**Run 1: metal 1**

Bar = 20 um.
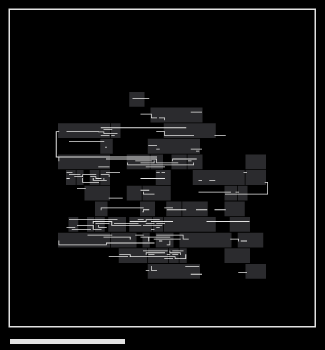
**Run 1: metal 2**

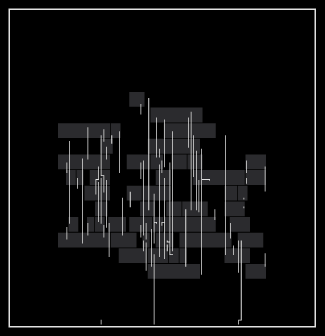
**Run 1: met3 routing**

Bar = 20 um.
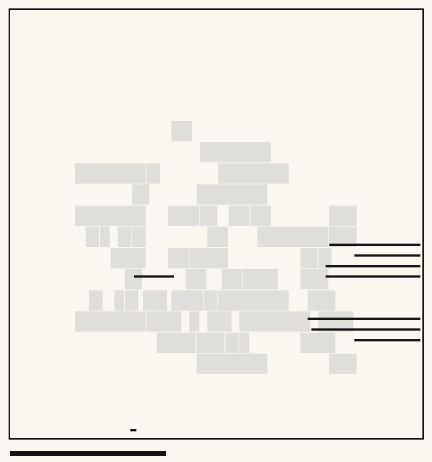
--- config.mk ---
export PLATFORM = sky130hd
export DESIGN_NAME = shift_add_mult_ctrl_flat
export DESIGN_NICKNAME = d
export VERILOG_FILES = /design/src/rtl/shift_add_mult_pkg.sv /design/src/rtl/shift_add_mult_ctrl_if.sv /design/src/rtl/shift_add_mult_ctrl.sv /design/src/flat_wrapper.sv
export SDC_FILE = /design/constraint.sdc
export NUM_CORES = 1
export LEC_CHECK = 0
export CORE_AREA = 8 8 45 47
export CTS_CLUSTER_SIZE = 12
export DETAILED_ROUTE_END_ITERATION = 10
export DIE_AREA = 0 0 53 55
export PLACE_DENSITY = 0.68
export SLEW_MARGIN = 0
export SYNTH_ARGS = -nofsm -noshare
export SYNTH_HDL_FRONTEND = slang
export SYNTH_SLANG_ARGS = --single-unit
--- constraint.sdc ---
create_clock -name clk -period 1.46 [get_ports clk]
set_input_delay 0.219 -clock clk [delete_from_list [all_inputs] [get_ports clk]]
set_output_delay 0.219 -clock clk [all_outputs]
set_load 0.02 [all_outputs]
--- src/rtl/shift_add_mult_pkg.sv ---
// shift_add_mult_pkg: state encoding, strobe bundle and sizing helpers for the shift-add multiplier controller.
package shift_add_mult_pkg;
  typedef enum logic [2:0] {IDLE, LOAD, EVAL, SHIFT, DONE} state_e;
  typedef struct packed {
    logic load_ab;
    logic clear_acc;
    logic shift;
    logic busy;
    logic done;
  } ctrl_out_t;
  function automatic int cnt_width(input int width);
    return $clog2(width);
  endfunction
  function automatic ctrl_out_t decode(input state_e s);
    return '{load_ab: s == LOAD, clear_acc: s == LOAD, shift: s == SHIFT, busy: s != IDLE, done: s == DONE};
  endfunction
endpackage

--- src/rtl/shift_add_mult_ctrl_if.sv ---
// shift_add_mult_ctrl_if: start/done handshake plus datapath status and strobes between parent and controller.
interface shift_add_mult_ctrl_if;
  logic start;
  logic b_lsb;
  logic b_zero;
  logic load_ab;
  logic clear_acc;
  logic load_acc;
  logic shift;
  logic busy;
  logic done;
  modport master (output start, b_lsb, b_zero, input load_ab, clear_acc, load_acc, shift, busy, done);
  modport slave (input start, b_lsb, b_zero, output load_ab, clear_acc, load_acc, shift, busy, done);
endinterface

--- src/rtl/shift_add_mult_ctrl.sv ---
// shift_add_mult_ctrl: Moore FSM sequencing a WIDTH-iteration shift-add multiply.
// SHIFT_ADD_MULT_EARLY_EXIT_EN: finish as soon as the shifted multiplier reaches zero.
module shift_add_mult_ctrl
  import shift_add_mult_pkg::*;
#(
  parameter int WIDTH = 8
) (
  input logic clk,
  input logic clear_n,
  shift_add_mult_ctrl_if.slave bus
);
  localparam int CW = cnt_width(WIDTH);
  state_e state_q, state_d;
  logic [CW-1:0] cnt_q, cnt_d;
  ctrl_out_t out_q;
  logic last;
  assign last = cnt_q == CW'(WIDTH - 1);
  always_comb begin
    state_d = IDLE;
    cnt_d = cnt_q;
    case (state_q)
      IDLE: state_d = bus.start ? LOAD : IDLE;
      LOAD: begin
        state_d = EVAL;
        cnt_d = '0;
      end
`ifdef SHIFT_ADD_MULT_EARLY_EXIT_EN
      EVAL: state_d = bus.b_zero ? DONE : SHIFT;
`else
      EVAL: state_d = SHIFT;
`endif
      SHIFT: begin
        state_d = last ? DONE : EVAL;
        cnt_d = last ? cnt_q : cnt_q + 1'b1;
      end
      default: state_d = IDLE;
    endcase
  end
  // strobes are registered from the next state so they line up with state_q
  always_ff @(posedge clk or negedge clear_n) begin
    if (!clear_n) begin
      state_q <= IDLE;
      cnt_q <= '0;
      out_q <= '0;
    end else begin
      state_q <= state_d;
      cnt_q <= cnt_d;
      out_q <= decode(state_d);
    end
  end
  assign bus.load_ab = out_q.load_ab;
  assign bus.clear_acc = out_q.clear_acc;
  assign bus.shift = out_q.shift;
  assign bus.busy = out_q.busy;
  assign bus.done = out_q.done;
`ifdef SHIFT_ADD_MULT_EARLY_EXIT_EN
  assign bus.load_acc = (state_q == EVAL) && bus.b_lsb && !bus.b_zero;
`else
  logic unused_b_zero;
  assign unused_b_zero = bus.b_zero;
  assign bus.load_acc = (state_q == EVAL) && bus.b_lsb;
`endif
endmodule

--- src/flat_wrapper.sv ---
// flat-port wrapper written by rule: the top's interface ports become plain ports
module shift_add_mult_ctrl_flat import shift_add_mult_pkg::*;
#(
  parameter int WIDTH = 8
)
  (clk, clear_n, bus_start, bus_b_lsb, bus_b_zero, bus_load_ab, bus_clear_acc, bus_load_acc, bus_shift, bus_busy, bus_done);
  shift_add_mult_ctrl_if bus_i ();
  input logic clk;
  input logic clear_n;
  input wire logic [$bits(bus_i.start)-1:0] bus_start;
  input wire logic [$bits(bus_i.b_lsb)-1:0] bus_b_lsb;
  input wire logic [$bits(bus_i.b_zero)-1:0] bus_b_zero;
  output wire logic [$bits(bus_i.load_ab)-1:0] bus_load_ab;
  output wire logic [$bits(bus_i.clear_acc)-1:0] bus_clear_acc;
  output wire logic [$bits(bus_i.load_acc)-1:0] bus_load_acc;
  output wire logic [$bits(bus_i.shift)-1:0] bus_shift;
  output wire logic [$bits(bus_i.busy)-1:0] bus_busy;
  output wire logic [$bits(bus_i.done)-1:0] bus_done;
  assign bus_i.start = bus_start;
  assign bus_i.b_lsb = bus_b_lsb;
  assign bus_i.b_zero = bus_b_zero;
  assign bus_load_ab = bus_i.load_ab;
  assign bus_clear_acc = bus_i.clear_acc;
  assign bus_load_acc = bus_i.load_acc;
  assign bus_shift = bus_i.shift;
  assign bus_busy = bus_i.busy;
  assign bus_done = bus_i.done;
  shift_add_mult_ctrl #(.WIDTH(WIDTH)) u_core (.clk(clk), .clear_n(clear_n), .bus(bus_i));
endmodule
==> reports/qor.txt, run 1 <==
status: complete, no violations
Worst Path Required: 1.24 ns
post-layout util: 0.432
cycle use final: 0.971
Worst Slack Setup Final: 0.0422 ns
Post-CTS Setup Bufs: 0
Row Count: 14
Clock Tree Root: clkbuf_4
final hold violation count: 0
IO Pins: 11
first-pass GRT wire length: 1.40 mm
Least-Margin Pin Slew: 0.438 ns
Cell variety after synth: 18
critical setup path kind: reg2out
maximum vdd drop: 0.919 mV
P&R area growth vs syn: 34.6%
routed vias/inst: 4.63
H-tree depth: 1
power per cell area: 2000 nW/um2
routability congestion estimate: 0.693
CTS clk-pin slew, worst paths: 0.07 ns
nets@finish: 59
via count: 310
Pins Over Slew Limit: 0
layout cells sized above 1: 0.255
DP Worst Slack: -0.134 ns
number of enable flip-flop cells: 0
# setup viols final: 0
Min-Delay Path Class: in2async
Floorplan Nets: 45
Seq/Total Area, Yosys: 0.563
asr flop ratio synth: 1.00
Critical Path AT: 1.20 ns
DRC violations left: 0
DPL Wire Length: 648 um
YS warnings: 0
maximum clock path buffer count: 2
remaining antenna violation count: 0
TritonCTS clock tree: done
Max-cap violations: 0
Port Buffers: 9
post-synth top area cell: dfrtp_1
RSZ-0062 raised after global routing: false
yosys stat cell total: 38
Post-Route WL: 846 um
placed insts: 63
Avg Cell Area, Syn: 11.7 um2
min Tclk post-route: 1.42 ns
Top-area cell share: 0.563
critical path's top delay family: buffers and inverters
Buf/Inv on CP: 1
Top cells by area: dfrtp_1, ha_1, and4b_2
WL/cell: 12.6 um
f_max: 0.705 GHz
Die Size: 2920 um2
setup tns final: 0 ns
main flop type after synthesis: dfrtp_1
Layout Skew: 0.00435 ns
cells along the critical path: clkdlybuf4s50_1
Max stage delay cell, worst path: clkdlybuf4s50_1
yosys stat chip area: 444 um2
Mapped Area: 444 um2
vias in the first global route: 332
CP endpoint kind: output port
n_diodes: 0
Crit path largest cell delay: 0.60 ns
register bit total from synthesis: 10
clk sinks: 10
Non-Filler Instances: 67
CP Max Fanout: 2
die width: 53 um
crit path launch type: flip-flop
Filler Cell Count: 133
Tot GR Track Use: 0.0689
DR pass1 iterations: 2
gr ovfl total: 0
pin count of the biggest net entering global routing: 12
most common cell in the synthesized netlist: dfrtp_1
Late-Pin Clk Latency: 0.26 ns
cts bufs inserted: 3
post-synthesis cell count: 38
top cells by count: dfrtp_1, o21ai_0, o21ai_1
core area: 1380 um2
initial antenna violation count: 0
cts hold-fix bufs: 0
overall power: 0.00120 W
Starting Density: 0.321
worst rel slew slack: 0.707
DR iter-0 viols: 2
Static Leakage: 0.283 nW
tool warnings: 27
die height: 55 um
## Picture notes: 'metal 1'
- nets with wire on the layer: 48
- share of all routed wire: 39%

## Picture notes: 'metal 2'
- longest straight run: 21.8 um
- share of all routed wire: 48%
- main direction: vertical

## Picture notes: 'met3 routing'
- wire length on this layer: 84.6 um
- longest straight run: 14.2 um
- share of all routed wire: 10%

run 1: per-layer routing:
layer  wire length, um  global-route usage  vias to the layer above
met5                 0                   0                        -
met4                19              0.0776                        0
met3                84              0.0214                        2
met2               408               0.113                        9
met1               334              0.0640                      141
li1                  -                   -                      158
run 1: cells by family after synthesis:
logic type / share of synthesized area
simple gates: 0.237
buf+inv: 0.0450
fa+ha+maj: 0.0563
flops: 0.563
compound gates: 0.0986
run 1: layout make-up:
class / instances / area, um2 / area share
Clock buffer: 4 / 36.3 / 0.0607
Timing Repair Buffer: 12 / 113 / 0.188
Tap cell: 16 / 20.0 / 0.0335
Multi-Input combinational cell: 25 / 179 / 0.299
Sequential cell: 10 / 250 / 0.418
run 1: cell usage in the layout, fill, tap and decap left out:
master / count
clkbuf_8: 1
o21bai_1: 1
nand2b_1: 1
a31oi_1: 1
or2_4: 1
o21ai_0: 3
nor3_1: 2
buf_2: 1
nand2b_4: 1
dlymetal6s2s_1: 2
nand2_1: 2
dfrtp_1: 10
nor3b_2: 1
o21ai_1: 3
ha_1: 2
buf_4: 3
and4b_2: 2
clkbuf_4: 3
nor2_1: 2
and2_1: 2
clkdlybuf4s50_1: 6
nor4b_1: 1
run 1: where the power goes:
part | total (W) | switching, W | internal, W
Sequential | 0.000421 | 0.0000453 | 0.000376
Combinational | 0.000528 | 0.000272 | 0.000256
Clock | 0.000250 | 0.0000988 | 0.000151
Total | 0.00120 | 0.000416 | 0.000783
run 1: sequential cells by signal, summed over array words and instances (netlist names):
| name | cells |
|---|---|
| u_core.cnt_q | 3 |
| u_core.state_q | 3 |
| u_core.bus.busy | 1 |
| u_core.bus.done | 1 |
| u_core.bus.load_ab | 1 |
| u_core.bus.shift | 1 |
run 1: per-stage QoR:
step	area, um2	hold slack (ns)
floorplan	444	-0.0766
global placement	557	0.433
detailed placement	557	0.451
CTS	593	0.280
global route	598	0.308
finish	598	0.261
run 1: what timing repair did:
item / in CTS / in global routing
setup endpoints to repair: 1 / 3
resized: 5 / 2
endpoints found under the hold margin: 0 / 0
gates cloned: 0 / 0
run 1: worst paths after layout:
| check | start | end | slack (ns) | cells past startpoint |
|---|---|---|---|---|
| worst max register to register | u_core.cnt_q[0] | u_core.cnt_q[0] | 0.10 | 5 |
| min in group clk | u_core.state_q[0] | u_core.bus.shift | 0.46 | 1 |
| worst min register to register | u_core.state_q[0] | u_core.bus.shift | 0.46 | 1 |
| max in group asynchronous | clear_n | u_core.cnt_q[2] | 0.89 | 1 |
| worst max-delay path | u_core.bus.load_ab | bus_load_ab | 0.04 | 1 |
| worst min-delay path | clear_n | u_core.bus.shift | 0.26 | 1 |
**Run 1: close-up of the layout**

Region (0, 0) to (30, 30) um. Cells in grey, sequential cells in the stronger grey; small squares are vias.
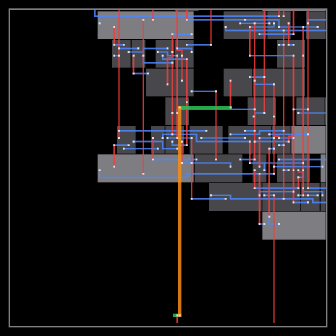

--- run 2 (diff from run 1) ---
- PLACE_DENSITY: 0.68 -> not set
**Run 2: close-up of the layout**

Region (0, 0) to (30, 30) um. Cells in grey, sequential cells in the stronger grey; small squares are vias.
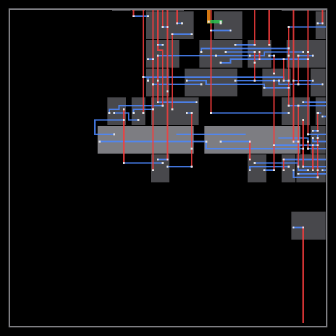
- red: metal 2
- blue: metal 1
- orange: metal 4
- green: metal 3
- netlist names of flops here include: `u_core.cnt_q` (1), `u_core.state_q` (1)
- sequential cells in the window: 2
- cells with their middle in the window: 23

==> reports/qor.txt, run 2 <==
critical setup path kind: reg2out
Top-area cell share: 0.563
top cells by count: dfrtp_1, o21ai_0, o21ai_1
cells along the critical path: clkdlybuf4s50_1
Reg area: 250 um2
Static Leakage: 0.302 nW
worst rel slew slack: 0.698
Late-Pin Clk Latency: 0.26 ns
Post-CTS Setup Bufs: 0
Port Buffers: 9
placed insts: 63
critical path's top delay family: buffers and inverters
Clock Tree Root: clkbuf_4
# setup viols final: 0
overall power: 0.00119 W
Mapped Area: 444 um2
tool warnings: 27
Cell variety after synth: 18
Top cells by area: dfrtp_1, ha_1, and4b_2
most common cell in the synthesized netlist: dfrtp_1
yosys stat chip area: 444 um2
CP startpoint: u_core.bus.busy
WL/cell: 11.7 um
cts hold-fix bufs: 0
RSZ-0062 raised after global routing: false
reg2reg start: u_core.cnt_q[0]
Critical Path AT: 1.18 ns
post-synth top area cell: dfrtp_1
Starting Density: 0.321
nets@finish: 59
gr ovfl total: 0
yosys stat cell total: 38
Tot GR Track Use: 0.0634
Avg Cell Area, Syn: 11.7 um2
Max stage delay cell, worst path: clkdlybuf4s50_1
Filler Cell Count: 146
Least-Margin Pin Slew: 0.451 ns
asr flop ratio synth: 1.00
Die Size: 2920 um2
f_max: 0.717 GHz
YS warnings: 0
cycle use final: 0.955
final instance area: 601 um2
CTS clk-pin slew, worst paths: 0.07 ns
status: complete, no violations
cts bufs inserted: 3
DPL Wire Length: 574 um
routability congestion estimate: 0.688
core area: 1380 um2
CP endpoint kind: output port
clk sinks: 10
TritonCTS clock tree: done
crit path launch type: flip-flop
register bit total from synthesis: 10
number of enable flip-flop cells: 0
dominant logic cell type in the layout: dfrtp_1
Min-Delay Path Class: in2async
Buf/Inv on CP: 1
Max-cap violations: 0
CP Max Fanout: 1
logic area: 179 um2
final hold violation count: 0
DP Worst Slack: -0.140 ns
maximum clock path buffer count: 2
DR pass1 iterations: 3
biggest regs: u_core.cnt_q x3, u_core.state_q x3
IO Pins: 11
min Tclk post-route: 1.39 ns
Seq/Total Area, Yosys: 0.563
Worst Slack Setup Final: 0.0654 ns
Worst Path Required: 1.24 ns
Top Layout Cells: dfrtp_1, clkdlybuf4s50_1, o21ai_1, buf_4, clkbuf_4
first-pass GRT wire length: 1.27 mm
Layout Skew: 0.00365 ns
routed vias/inst: 4.52
Post-Route WL: 785 um
layout cells sized above 1: 0.255
die height: 55 um
Placement Cell Area: 557 um2
H-tree depth: 1
maximum vdd drop: 0.740 mV
power per cell area: 1990 nW/um2
Pins Over Slew Limit: 0
post-synthesis cell count: 38
pin count of the biggest net entering global routing: 12
initial antenna violation count: 0
n_diodes: 0
Floorplan Nets: 45
main flop type after synthesis: dfrtp_1
Crit path largest cell delay: 0.60 ns
Row Count: 14
DRC violations left: 0
remaining antenna violation count: 0
die width: 53 um
Non-Filler Instances: 67
P&R area growth vs syn: 35.2%
DR iter-0 viols: 3
via count: 303
vias in the first global route: 273
**Run 2: metal 2**

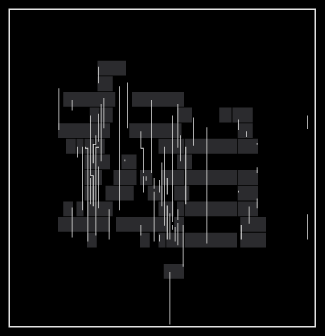
- wire length on this layer: 328 um
- nets with wire on the layer: 41
- longest straight run: 21.4 um
- share of all routed wire: 42%

[run 2: cell counts after synthesis]
Identical to the previous run, type by type.
[run 2: final timing paths]
path	end	slack [ns]	depth (start not counted)
min in group clk	u_core.bus.shift	0.45	1
setup reg to reg	u_core.cnt_q[0]	0.10	5
max in group asynchronous	u_core.state_q[1]	0.88	1
hold / removal	u_core.bus.done	0.27	1
setup / recovery	bus_busy	0.07	1
hold reg to reg	u_core.bus.shift	0.45	1
[run 2: layout make-up]
| class | count | share of cell area |
|---|---|---|
| Clock buffer | 4 | 0.0604 |
| Timing Repair Buffer | 12 | 0.192 |
| Tap cell | 16 | 0.0333 |
| Multi-Input combinational cell | 25 | 0.298 |
| Sequential cell | 10 | 0.417 |
[run 2: power breakdown]
group	internal [W]	total (W)	switching, W
Combinational	0.000260	0.000532	0.000271
Clock	0.000151	0.000243	0.0000921
Sequential	0.000376	0.000420	0.0000436
Total	0.000788	0.00119	0.000407
[run 2: repair_timing]
action                                  CTS  global route
endpoints found under the setup margin    1             4
pin swaps                                 0             1
gates resized                             5             4
endpoints found under the hold margin     0             0
gates cloned                              0             0
[run 2: metrics by stage]
step	utilization	hold slack, ns	TNS (ns)
after floorplan	-	-0.0766	0
after global placement	0.402	0.432	-0.134
after detailed placement	0.402	0.436	-0.140
after CTS	0.429	0.271	0
after global routing	0.434	0.302	0
final	0.434	0.269	0
[run 2: per-layer routing]
metal  vias to the layer above  part of all wire  track usage  wire length (um)
li1                        159                 -            -                 -
met1                       133              0.46       0.0684               359
met2                         9              0.42       0.0820               328
met3                         2              0.11       0.0374                85
met4                         0             0.015       0.0647                12
met5                         -                 0            0                 0
[run 2: logic make-up (layout without fill, tap and decap cells)]
kind of cell               after synthesis  after routing  synth area share
DFF                                     10             10             0.563
AOI/OAI and AO/OA                        8              8            0.0986
and+or+nand+nor                         15             15             0.237
buffers and inverters                    3             16            0.0450
adders and majority gates                2              2            0.0563
No activity file was given, so power comes from the tool's default toggle rates.
